==> config.mk <==
export PLATFORM = sky130hd
export DESIGN_NAME = axistream_frame_gen
export DESIGN_NICKNAME = d
export VERILOG_FILES = /design/src/rtl/axistream_frame_gen.sv
export SDC_FILE = /design/constraint.sdc
export NUM_CORES = 1
export LEC_CHECK = 0
export ABC_CLOCK_PERIOD_IN_PS = 2400
export CORE_MARGIN = 3
export CORE_UTILIZATION = 30
export DETAILED_ROUTE_END_ITERATION = 10
export PLACE_DENSITY = 0.52
export SYNTH_ARGS = -nofsm -noshare
export SYNTH_HDL_FRONTEND = slang
export SYNTH_SLANG_ARGS = --single-unit
export TNS_END_PERCENT = 30
==> constraint.sdc <==
create_clock -name clk -period 2.4 [get_ports clk]
set_clock_uncertainty 0.1 [all_clocks]
set_input_delay 0.72 -clock clk [delete_from_list [all_inputs] [get_ports clk]]
set_output_delay 0.72 -clock clk [all_outputs]
set_load 0.1 [all_outputs]
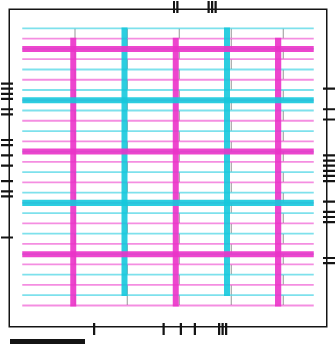
Run 1: supply network
Bar = 20 µm. Pins as bars on the die edge. Tap cells in grey.
VSS: marked magenta. VDD: marked cyan.
28 met1 rails follow the rows. 72 tap cells. The core has 27 rows.
die height: 83.77 µm
Core Area: 5675 µm²
Die W: 83.77 µm
Max IR drop VDD: 785.5 µV

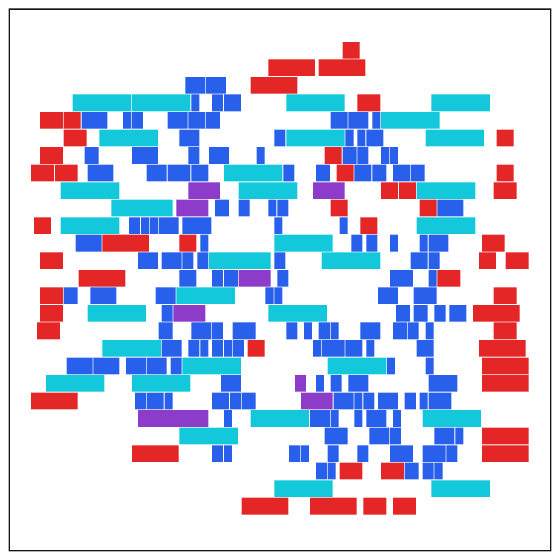
Run 1: placement by cell class
clock drivers and dummy loads: marked purple, cells 8, share of their area 4.7%. remaining buffers and delay cells: marked red, cells 50, share of their area 25%. remaining logic cells: marked blue, cells 155, share of their area 40%. registers: marked cyan, cells 31, share of their area 31%.
design area: 2585 µm²
final core occ: 45.55%
num rows: 27
fraction of area in registers: 30.11%

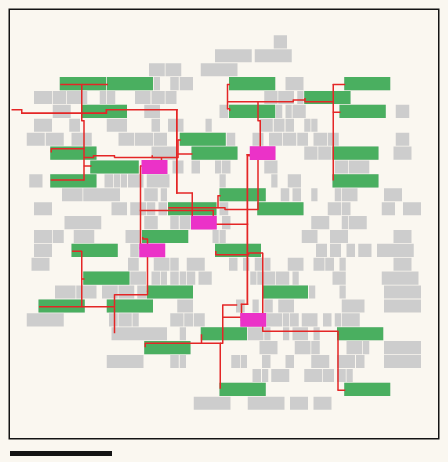
Run 1: clock distribution
Bar = 20 µm.
flip-flops: marked green, count 31. clock wires: marked red, length 454 µm. clock-net drivers: marked magenta, count 5.
There are 6 routed clock nets.
power share of the clock group: 14.8%
clk_lat worst skew: 0.28 ns
clk pwr: 538 µW

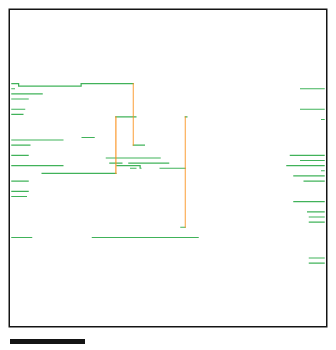
Run 1: wiring by layer
Bar = 20 µm. Only two layers are drawn.
M4: marked orange, wire length 60.5 µm. M3: marked green, wire length 291 µm.
Overall Global Routing Usage: 13.39%
DR WL/cell: 14.20 µm
via count: 1590
Routed Wire Length: 4487 µm

==> flow_summary_export.csv <==
group,metric,value,unit
status,status,"finished clean",
global_routing,grt_pass1_wl,7679,µm
clocking,clk_path_buf_depth,2,
sta,slew_headroom,65.76,%
logic_synthesis,top_cells_by_count,"dfrtp_1 (31), nand2_1 (23), o21ai_0 (20), nor2_1 (13), xnor2_1 (13)",
clocking,htreeDepth,2,
global_routing,grt_max_degree,32,
power_and_ir_drop,total_power,3635,µW
global_routing,first_global_vias,1549,
final_layout,area_growth,42.48,%
logic_synthesis,avgSynthCellArea,9.117,µm²
placement,place_inst,308,
drt,wl_met1,2125,µm
sta,min_period,2.151,ns
critical_path,critical_path_required,2.46,ns
final_layout,final_nets,266,
sta,hold_viol_final,0,
logic_synthesis,edf_count,0,
sta,hold_ws,0.4232,ns
global_routing,use_met1,18.67,%
clocking,clock-sinks,31,
final_layout,insertedDiodeCount,0,
logic_synthesis,syn-cell-area,1814,µm²
drt,drc_errors,0,
floorplanning,chipArea,7017,µm²
drt,route.met3.wl,291,µm
critical_path,worstSetupEndpointType,"register",
drt,via_per_inst,5.032,
drt,drt_iter0_markers,57,
power_and_ir_drop,powerDensity,1406,nW/µm²
clocking,cts_tree,"built",
clocking,path_clk_slew,0.07,ns
sta,slew_viol_final,0,
global_routing,antenna_found_initial,0,
logic_synthesis,flop_cell,"dfrtp_1",
critical_path,critPathMaxFanout,5,
logic_synthesis,yosys_area,1814,µm²
logic_synthesis,synthCells,199,
critical_path,reg2regPathDepth,6,
sta,fmax,464.9,MHz
drt,wl_met2,2010,µm
logic_synthesis,ys_cells,199,
floorplanning,fp_util,31.97,%
clocking,cts_resized,0,
global_routing,gr-max-usage-layer,"met2",
placement,place.gp.congestion,0.7754,
placement,dp_hpwl,3285,µm
critical_path,rrSetupSlack,0.50,ns
logic_synthesis,top_cell_area_share,42.76,%
logic_synthesis,synth.distinct_cells,40,
logic_synthesis,synth.most_common_cell,"dfrtp_1",
clocking,hold_buffers,0,
flow_run,tool_warnings,26,
critical_path,crit_type,"in2reg",
placement,postPlaceCellArea,2467,µm²
logic_synthesis,ys_seq_share,42.76,%
clocking,clockRootBuffer,"clkbuf_8",
sta,period_used_share,89.63,%
logic_synthesis,ys_warn_count,0,
logic_synthesis,synth_top_cell_by_area,"dfrtp_1",
logic_synthesis,fp_nets,222,
flow_run,max_cap_violations,0,
clocking,cts-buffers-inserted,5,
global_routing,overflow,0,
sta,rsz0062_at_grt,"false",
logic_synthesis,area_leaders,"dfrtp_1 (43%), xnor2_1 (6.3%), o21ai_0 (5.5%)",
drt,dr.max_layer_used,"met4",
placement,portBuffers,40,
worst_hold_path,min_path_cells,1,
drt,antenna_left,0,
final_layout,drive_above_1_share,20.08,%
clocking,cts_setup_buffers,0,
sta,tightest_slew,0.5136,ns
sta,report.final.setup_viol,0,
drt,drt_pass1_iterations,4,
critical_path,arrival,2.22,ns
power_and_ir_drop,p_leak,0.001048,µW
floorplanning,ios,41,
global_routing,met2_usage,19.81,%
global_routing,met3_usage,3.554,%
critical_path,cp-start-kind,"input port",
worst_hold_path,hp-class,"reg2reg",
logic_synthesis,synth_async_sr_flop_share,100.0,%
[run 1: cell usage in the layout, fill, tap and decap left out, types with 3 or more instances in the layout]
master,n
mux2_2,8
nor4_1,3
a21oi_1,9
o31ai_1,3
o21ai_0,20
buf_4,15
nor3b_1,3
dfrtp_1,29
clkdlybuf4s50_1,20
mux2i_1,5
xor2_1,5
o21a_1,4
nand2_1,23
clkbuf_8,6
nor3_1,3
nor2_1,13
buf_12,15
nand3_1,7
xnor2_1,13
inv_1,5
[run 1: per-stage QoR]
| step | setup TNS (ns) | worst slack (ns) |
|---|---|---|
| 2_1_floorplan | 0 | 0.08430 |
| 3_3_place_gp | 0 | 0.005790 |
| 3_5_place_dp | -0.04045 | -0.02358 |
| 4_1_cts | 0 | 0.2412 |
| 5_1_grt | 0 | 0.1288 |
| 6_report | 0 | 0.2489 |
[run 1: where the power goes]
group / internal (µW) / switching [µW]
combinational: 817 / 1240
clock: 336 / 202
sequential: 708 / 336
[run 1: cell families (layout without fill, tap and decap cells)]
| logic type | count (synthesis) | in the layout | share of synthesized area [%] |
|---|---|---|---|
| compound gates | 50 | 50 | 17.10 |
| xor+xnor | 18 | 18 | 8.690 |
| fa+ha+maj | 2 | 2 | 1.379 |
| buf+inv | 18 | 63 | 3.931 |
| flops | 31 | 31 | 42.76 |
| mux | 13 | 13 | 7.724 |
| simple gates | 67 | 67 | 18.41 |
[run 1: critical path: stages]
cell,delay (ns)
clkdlybuf4s50_1,0.48
nand2_1,0.07
or3_1,0.43
buf_4,0.19
o41ai_1,0.33
[run 1: layout make-up]
class / count / area, µm²
well taps: 72 / 90.09
flip-flops and latches: 31 / 778.2
fillers: 559 / 3090
clock buffers: 6 / 82.58
multi-input cells: 150 / 967.2
inverters: 5 / 18.77
repair buffers: 50 / 613.1
clock inverters: 2 / 35.03
No activity file was given, so power comes from the tool's default toggle rates.
